==> src/rtl/fifo_arb_pkg.sv <==
// Shared definitions for the two-producer FIFO write-port arbiter.
// Holds the state encoding and the one-hot grant constants.
package fifo_arb_pkg;

  typedef enum logic [1:0] {
    IDLE = 2'd0,
    GNT0 = 2'd1,
    GNT1 = 2'd2
  } arb_state_t;

  localparam logic [1:0] GRANT_NONE = 2'b00;
  localparam logic [1:0] GRANT0     = 2'b01;
  localparam logic [1:0] GRANT1     = 2'b10;

endpackage

==> src/rtl/fifo_wr_arbiter.sv <==
// Round-robin arbiter sharing one sync_fifo write port between two producers.
// A grant is held for up to MAX_BURST accepted beats or until the owner drops valid.
module fifo_wr_arbiter
  import fifo_arb_pkg::*;
#(
  parameter int DATA_WIDTH = 8,
  parameter int MAX_BURST  = 16
) (
  input  logic                  i_sys_clk,
  input  logic                  i_sys_rst_n,
  input  logic                  i_req0_valid,
  input  logic [DATA_WIDTH-1:0] i_req0_data,
  output logic                  o_req0_ready,
  input  logic                  i_req1_valid,
  input  logic [DATA_WIDTH-1:0] i_req1_data,
  output logic                  o_req1_ready,
  input  logic                  i_fifo_full,
  output logic                  o_fifo_wren,
  output logic [DATA_WIDTH-1:0] o_fifo_wdata,
  output logic [1:0]            o_grant
);

  localparam int                CNT_W     = $clog2(MAX_BURST + 1);
  localparam logic [CNT_W-1:0]  LAST_BEAT = CNT_W'(MAX_BURST - 1);

  arb_state_t       r_state;
  arb_state_t       w_next_state;
  logic             r_rr_ptr;
  logic [CNT_W-1:0] r_beat_cnt;
  logic             w_own_valid;
  logic             w_accept;
  logic             w_release;

  // Handshake: a beat transfers in any cycle where valid and ready are both high;
  // ready depends only on state and i_fifo_full, never on valid.
  always_comb begin
    w_own_valid  = 1'b0;
    o_fifo_wdata = '0;
    o_grant      = GRANT_NONE;
    case (r_state)
      GNT0: begin
        w_own_valid  = i_req0_valid;
        o_fifo_wdata = i_req0_data;
        o_grant      = GRANT0;
      end
      GNT1: begin
        w_own_valid  = i_req1_valid;
        o_fifo_wdata = i_req1_data;
        o_grant      = GRANT1;
      end
      default: ;
    endcase

    o_req0_ready = (r_state == GNT0) && !i_fifo_full;
    o_req1_ready = (r_state == GNT1) && !i_fifo_full;
    w_accept     = (o_req0_ready && i_req0_valid) || (o_req1_ready && i_req1_valid);
    o_fifo_wren  = w_accept;
    // Release ignores full: a stalled owner keeps the port unless it drops valid.
    w_release    = (r_state != IDLE) &&
                   (!w_own_valid || (w_accept && (r_beat_cnt == LAST_BEAT)));

    w_next_state = r_state;
    case (r_state)
      IDLE: begin
        if (i_req0_valid && i_req1_valid) w_next_state = r_rr_ptr ? GNT1 : GNT0;
        else if (i_req0_valid)            w_next_state = GNT0;
        else if (i_req1_valid)            w_next_state = GNT1;
      end
      GNT0: begin
        if (w_release) begin
          if (i_req1_valid)      w_next_state = GNT1;
          else if (i_req0_valid) w_next_state = GNT0;
          else                   w_next_state = IDLE;
        end
      end
      GNT1: begin
        if (w_release) begin
          if (i_req0_valid)      w_next_state = GNT0;
          else if (i_req1_valid) w_next_state = GNT1;
          else                   w_next_state = IDLE;
        end
      end
      default: w_next_state = IDLE;
    endcase
  end

  always_ff @(posedge i_sys_clk or negedge i_sys_rst_n) begin
    if (!i_sys_rst_n) begin
      r_state    <= IDLE;
      r_rr_ptr   <= 1'b0;
      r_beat_cnt <= '0;
    end else begin
      r_state <= w_next_state;
      if (w_release) begin
        r_rr_ptr   <= (r_state == GNT0);
        r_beat_cnt <= '0;
      end else if (w_accept) begin
        r_beat_cnt <= r_beat_cnt + 1'b1;
      end
    end
  end

endmodule
==> config.mk <==
export PLATFORM = sky130hd
export DESIGN_NAME = fifo_wr_arbiter
export DESIGN_NICKNAME = d
export VERILOG_FILES = /design/src/rtl/fifo_arb_pkg.sv /design/src/rtl/fifo_wr_arbiter.sv
export SDC_FILE = /design/constraint.sdc
export NUM_CORES = 1
export LEC_CHECK = 0
export ABC_CLOCK_PERIOD_IN_PS = 2950
export CORE_MARGIN = 4
export CORE_UTILIZATION = 42
export DETAILED_ROUTE_END_ITERATION = 7
export PLACE_DENSITY = 0.9
export SYNTH_ARGS = -nofsm -noshare
export SYNTH_HDL_FRONTEND = slang
export SYNTH_SLANG_ARGS = --single-unit
==> constraint.sdc <==
create_clock -name i_sys_clk -period 2.95 [get_ports i_sys_clk]
set_input_delay 0.59 -clock i_sys_clk [delete_from_list [all_inputs] [get_ports i_sys_clk]]
set_output_delay 0.59 -clock i_sys_clk [all_outputs]
set_load 0.02 [all_outputs]
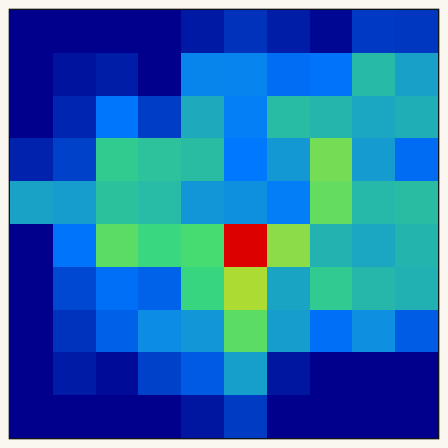
Fig. 1. Routed metal per tile (run 1).
The die is cut into 10 by 10 equal tiles; dark blue is low, red is high, scaled to the fullest tile. Values are wire area over tile area, all layers added.
- densest ninth of the die: centre
- tiles over half the peak: 8.0%
- nearly empty tiles: 23%

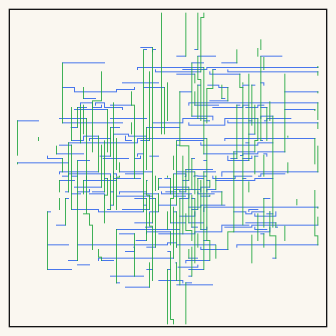
Fig. 2. Routed metal, one colour a layer (run 1).
Two of the layers only.
- green: metal 2 (wire length 842 µm)
- blue: metal 1 (wire length 767 µm)

==> run summary, run 1 <==
run metrics: Synth area leader dfrtp_1, pre-CTS WS 0.187 ns, Max FO, Critical Path 6, status completed, Synth Instances 76, Critical Path End Type primary output, pwr/cell area 819 nW/µm², clock buffer count in the final layout 3, synthesized area per cell roughly 9 µm², asr flop ratio synth 100%, Die Y 48.4 µm, YS chip area 686 µm², Layout clock area frac approximately 2.1%, largest family of logic cells by area AND-OR/OR-AND gates, setup_tns 0 ns, CTS Buffer Depth 2, Fillers 114, most frequent cell after synthesis nor2b_1, combinational gate area 459 µm², area fraction in mux cells 1.64%, Core Area 1520 µm², met3 Track Usage GR between 4 and 5%, layout cell share with drive strength beyond 1 8.04%, synth warn 0, Tightest Pin Transition between 0.3 and 0.4 ns, biggest regs r_beat_cnt x5, r_state x2, r_rr_ptr x1, Yosys Instances 76, routed len/inst roughly 14 µm, IR drop worst, VDD 0.000575 V
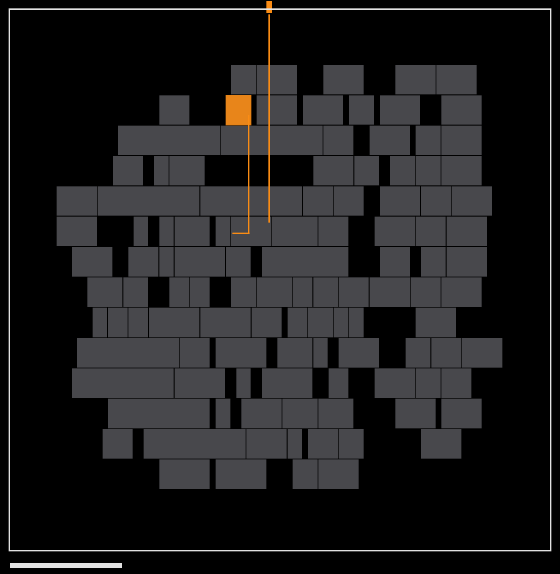
Fig. 3. I/O nets highlighted (run 1).
The bar under the picture is 10 µm long.
- orange: `o_req0_ready` (bits 1; direction output; end cells 1; wire 30.5 µm)

[run 1: worst paths after layout]
kind                                        startpoint  slack, ns  cells past startpoint                         to
worst max-delay path                      i_req1_valid       0.17                      4                o_fifo_wren
worst min-delay path              r_rr_ptr$_DFFE_PN0P_       0.52                      1       r_rr_ptr$_DFFE_PN0P_
worst max register to register  r_state[1]$_DFFE_PN0P_       0.94                      6       r_rr_ptr$_DFFE_PN0P_
worst min register to register    r_rr_ptr$_DFFE_PN0P_       0.52                      1       r_rr_ptr$_DFFE_PN0P_
max in group asynchronous                  i_sys_rst_n       2.08                      1     r_state[0]$_DFFE_PN0P_
min in group asynchronous                  i_sys_rst_n       0.61                      1  r_beat_cnt[4]$_DFFE_PN0P_
Fig. 4: run 1, sequential cells coloured by netlist name
The bar under the picture is 10 µm long. Other sequential cells in the stronger grey, the rest of the logic in the fainter grey.
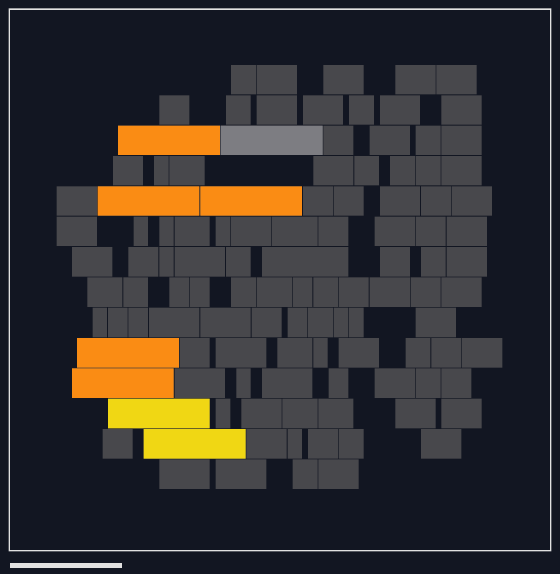

## Run 2: what changed since run 1
CORE_ASPECT_RATIO = 1.5   (was unset)
CORE_UTILIZATION = 35   (was 42)
PLACE_DENSITY = 0.78   (was 0.9)
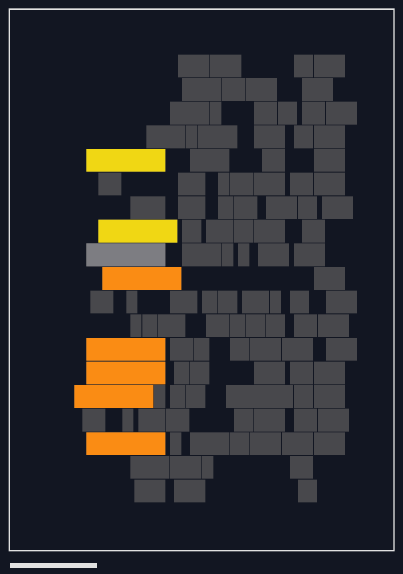
Fig. 5. Sequential cells coloured by netlist name (run 2).
The bar under the picture is 10 µm long. Other sequential cells in the stronger grey, the rest of the logic in the fainter grey.
- yellow: `r_state` (placed flops 2)
- orange: `r_beat_cnt` (placed flops 5)
- not coloured: 1

==> run 2 against run 1 <==
- non-clock buffer count is the same
- utilization is 12 points lower
- synthesized area stayed put
- design area increased by 0.59%
- via count increased by 3.1%
- critical path type is now reg -> out
- largest cell class unchanged
- largest power group unchanged
==> run summary, run 2 <==
run metrics: Core Area 1850 µm², status completed, asr flop ratio synth 100%, Tightest Pin Transition 0.375 ns, pre-CTS WS 0.185 ns, Hold Crit Start r_rr_ptr$_DFFE_PN0P_, CP Capture Point o_fifo_wren, biggest regs r_beat_cnt x5, r_state x2, r_rr_ptr x1, YS chip area 686 µm², most frequent cell after synthesis nor2b_1, Fillers 170, Die Y 62.2 µm, hold-critical path depth 1, CTS Buffer Depth 2, area fraction in mux cells ~1.6%, reg2reg end r_rr_ptr$_DFFE_PN0P_, Worst Reg-to-Reg Cells 6, synthesized area per cell roughly 9 µm², reg2reg setup slack approximately 0.90 ns, setup_tns 0 ns, Critical Path End Type primary output, layout cell share with drive strength beyond 1 8.04%, IR drop worst, VDD between 0.0004 and 0.0005 V, largest family of logic cells by area AND-OR/OR-AND gates, Hold Crit Endpoint r_rr_ptr$_DFFE_PN0P_, Synth area leader dfrtp_1, pwr/cell area 814 nW/µm², Max FO, Critical Path 7
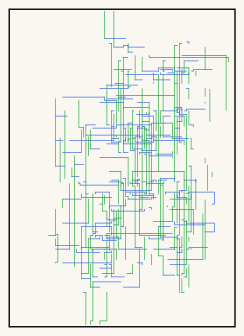
Fig. 6. Routed metal, one colour a layer (run 2).
Two of the layers only.
routed len/inst: 13.3 µm
total track usage: 13.9%
Via Count: 696
final wirelength: 1780 µm

[run 2: area by class of cell]
class / count / area (µm²) / share of cell area (%)
Multi-Input combinational cell: 61 / 459 / 42.8
Timing Repair Buffer: 35 / 345 / 32.2
Sequential cell: 8 / 200 / 18.7
Tap cell: 21 / 26.3 / 2.45
Clock buffer: 3 / 22.5 / 2.10
Inverter: 5 / 18.8 / 1.75
[run 2: worst max-delay path, stage by stage, from the launching register on]
cell             delay [ns]
dfrtp_1                0.41
inv_1                  0.14
ha_1                   0.33
a22oi_1                0.20
nor2_2                 0.21
clkdlybuf4s50_1        0.65
Power and IR drop assume default switching activity.
